### src/rtl/starwars_divide_seq.sv
// Sequential unsigned restoring divider: one quotient bit per clock, MSB first,
// start/busy/done handshake; results feed the downstream parallel-load shift bank.
module starwars_divide_seq #(
    parameter int unsigned WIDTH = 16
) (
    input  logic             clk,
    input  logic             clr_n,
    input  logic             start,
    input  logic [WIDTH-1:0] dividend,
    input  logic [WIDTH-1:0] divisor,
    output logic             busy,
    output logic             done,
    output logic [WIDTH-1:0] quotient,
    output logic [WIDTH-1:0] remainder,
    output logic             div_zero
);

    localparam int unsigned CNT_W = $clog2(WIDTH);
    localparam logic [CNT_W-1:0] LAST_CNT = CNT_W'(WIDTH - 1);

    typedef enum logic [1:0] {
        S_IDLE = 2'd0,
        S_RUN  = 2'd1,
        S_DONE = 2'd2
    } state_t;

    state_t           r_state;
    logic [WIDTH-1:0] r_d;
    logic [WIDTH-1:0] r_q;
    // Partial remainder. Its top bit never feeds the next shift, so only
    // the low WIDTH bits are kept; the full WIDTH+1-bit value exists in w_rs.
    logic [WIDTH-1:0] r_r;
    logic [CNT_W-1:0] r_cnt;

    logic [WIDTH:0]   w_rs;
    logic             w_ge;
    logic [WIDTH-1:0] w_sub;
    logic [WIDTH-1:0] w_r_next;
    logic [WIDTH-1:0] w_q_next;

    // One restoring step: shift in the next dividend bit, trial-subtract, keep or restore.
    assign w_rs     = {r_r, r_q[WIDTH-1]};
    assign w_ge     = (w_rs >= {1'b0, r_d});
    assign w_sub    = w_rs[WIDTH-1:0] - r_d;
    assign w_r_next = w_ge ? w_sub : w_rs[WIDTH-1:0];
    assign w_q_next = {r_q[WIDTH-2:0], w_ge};

    // Control FSM, datapath registers and registered result outputs.
    always_ff @(posedge clk or negedge clr_n) begin
        if (!clr_n) begin
            r_state   <= S_IDLE;
            r_d       <= '0;
            r_q       <= '0;
            r_r       <= '0;
            r_cnt     <= '0;
            busy      <= 1'b0;
            done      <= 1'b0;
            div_zero  <= 1'b0;
            quotient  <= '0;
            remainder <= '0;
        end else begin
            done <= 1'b0;
            case (r_state)
                S_IDLE, S_DONE: begin
                    if (start) begin
                        r_d      <= divisor;
                        r_q      <= dividend;
                        r_r      <= '0;
                        r_cnt    <= '0;
                        busy     <= 1'b1;
                        div_zero <= (divisor == '0);
                        r_state  <= S_RUN;
                    end else begin
                        r_state  <= S_IDLE;
                    end
                end
                S_RUN: begin
                    r_q   <= w_q_next;
                    r_r   <= w_r_next;
                    r_cnt <= r_cnt + CNT_W'(1);
                    if (r_cnt == LAST_CNT) begin
                        quotient  <= w_q_next;
                        remainder <= w_r_next;
                        busy      <= 1'b0;
                        done      <= 1'b1;
                        r_state   <= S_DONE;
                    end
                end
                default: begin
                    r_state <= S_IDLE;
                    busy    <= 1'b0;
                end
            endcase
        end
    end

endmodule

### config.mk
export PLATFORM = sky130hd
export DESIGN_NAME = starwars_divide_seq
export DESIGN_NICKNAME = d
export VERILOG_FILES = /design/src/rtl/starwars_divide_seq.sv
export SDC_FILE = /design/constraint.sdc
export NUM_CORES = 1
export LEC_CHECK = 0
export CORE_AREA = 3 3 95 97
export DETAILED_ROUTE_END_ITERATION = 8
export DIE_AREA = 0 0 98 100
export PLACE_DENSITY = 0.9
export SLEW_MARGIN = 15
export SYNTH_ARGS = -nofsm -noshare
export SYNTH_HDL_FRONTEND = slang
export SYNTH_SLANG_ARGS = --single-unit
### constraint.sdc
create_clock -name clk -period 3.3 [get_ports clk]
set_input_delay 0.825 -clock clk [delete_from_list [all_inputs] [get_ports clk]]
set_output_delay 0.825 -clock clk [all_outputs]
set_load 0.02 [all_outputs]
==> flow_summary.toml <==
# generated from flow reports
[final_layout]
final_layout_size_suffix_gt1_share_pct = 6.481
logic_area_mm2 = 0.001999

[clocking]
h-tree-depth = 3
cts_resized = 0
post_cts_buffers = 0
clkTransAtPathRegs_ns = 0.11

[global_routing]
busiest_layer = "met2"
grt_first_pass_wirelength_um = 17440
grt_pass1_vias = 3667

[outcome]
status = "finished, final reports clean"

[worst_setup_path]
startpoint = "r_q[15]"
cp_num_cells = 11
r2r_start = "r_q[15]"
ff2ff_path_depth = 11
crit_type = "flip-flop to flip-flop"
cp-start-kind = "flip-flop"

[timing]
finalSetupViolCount = 0
fin_crit_sh_pct = 81.44
timing_hold_violations_final = 0
finalSetupTns_ns = 0

[yosys]
syn_avg_cell_area_um2 = 9.314
yosysCellCount = 473

[power]
pwr-share-seq_pct = 29.1
switching_share_pct = 45.19
powerDensity_mw_per_mm2 = 1268

[flow_run]
maxCapViolCount = 0

[floorplanning]
ios = 70
initCoreUtil_pct = 53.62

[route]
num_vias = 3527
viasPerCell = 5.468

[place]
placed_cells = 629
-- cells by family after synthesis --
kind of cell | synth area share, %
compound gates | 15.71
xor+xnor | 2.386
fa+ha+maj | 5.283
buf+inv | 4.288
flops | 50.55
mux | 4.118
simple gates | 17.67
-- synthesized netlist by cell type (all sizes together) (3+ instances only) --
cell type,number
a211oi,3
xor2,4
nand2b,4
inv,20
nand2,131
nor3,3
a22oi,14
mux2i,17
a21oi,12
nand4,5
o21bai,4
or2,3
buf,7
xnor2,8
a21o,6
o21ai,53
ha,17
clkbuf,18
nor4,5
dfrtp,89
nor2b,4
nand3,9
nor2,12
-- placed cells by master (no fill, tap or decap), drive strengths merged, types with 2 or more instances in the layout --
cell and n:
clkbuf 9, o21ai 53, nand4 5, o21bai 4, a22oi 14, nor3 3, mux2i 17, dfrtp 89
and2 2, nand3b 2, xor2 4, nand3 9, a221o 2, a22o 2, nor2 12, nand2b 4
a21oi 12, a21o 6, nor4 5, o311ai 2, xnor2 8, or2 3, clkinv 4, a211oi 3
inv 23, buf 8, ha 17, nor2b 4, nand2 131, clkdlybuf4s50 68
-- power by group through the flow --
stage	Sequential (mW)	Clock (mW)	Combinational [mW]
6_report	1.99	0.738	4.10
3_5_place_dp	2.00	0	4.11
4_1_cts	1.99	0.748	4.13
3_3_place_gp	1.98	0	3.99
5_1_grt	2.06	0.800	4.59
2_1_floorplan	2.16	0	2.80
-- area by class of cell --
type | count | share of cell area [%]
clock buffer | 9 | 2.300
clock inverter | 7 | 1.347
inverter | 21 | 1.463
timing repair buffer | 76 | 13.98
sequential | 89 | 41.35
multi-input combinational | 338 | 37.12
tap | 105 | 2.439
-- layer usage --
layer	routed length, µm	vias up
met5	0	-
met4	167	0
met3	590	13
met2	4812	91
met1	4468	1686
li1	-	1737
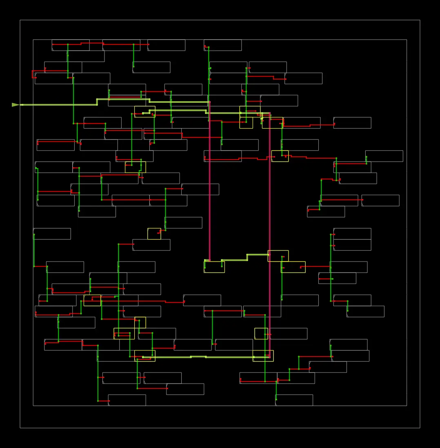
*Clock routing*
CTS buffer count: 9
flip-flops: 89
CTS Sinks: 89

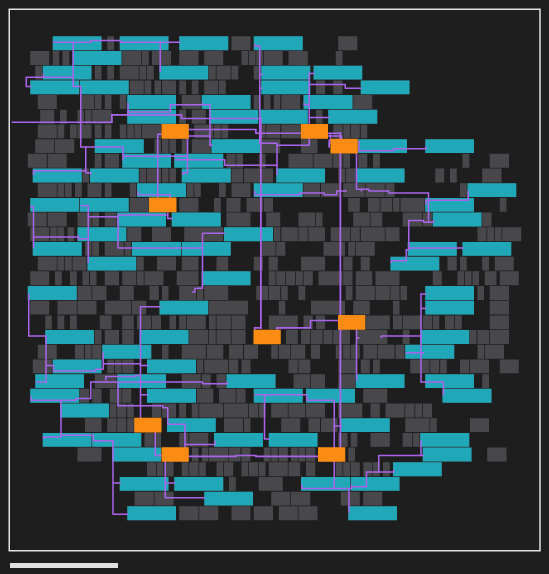
*Clock distribution*
Bar = 20 µm.
Key: orange = cells driving clock nets [count 9]; purple = clock wires [length 1040 µm]; cyan = flip-flops [count 89]
Position of the flops: spread over the die. There are 10 routed clock nets.

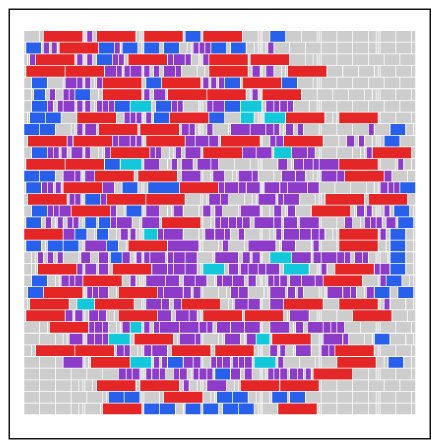
*Placement by cell class*
Fill, decap, tap and diode cells in gray.
Key: red = flip-flops [cells 89]; purple = all other logic [cells 359]; blue = other buffers and delay cells [cells 76]; cyan = clock drivers and dummy loads [cells 16]

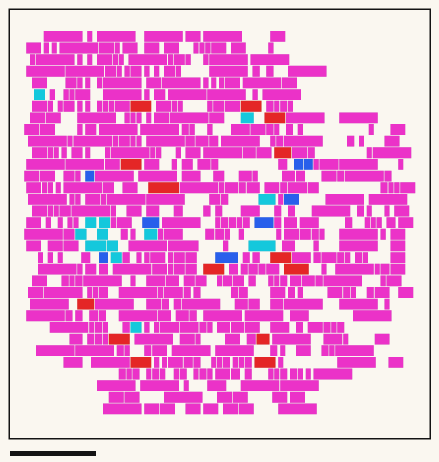
*Cell sizes after repair*
Bar = 20 µm.
Key: magenta = drive 1 or less [cells 505, share 94%, most used nand2_1]; blue = drive 2 [cells 8, share 1.5%, most used or2_2]; red = drive 6 and up [cells 14, share 2.6%, most used clkbuf_8]; cyan = drive 3 to 4 [cells 13, share 2.4%, most used buf_4]

Power is estimated from default activity; no workload was simulated.
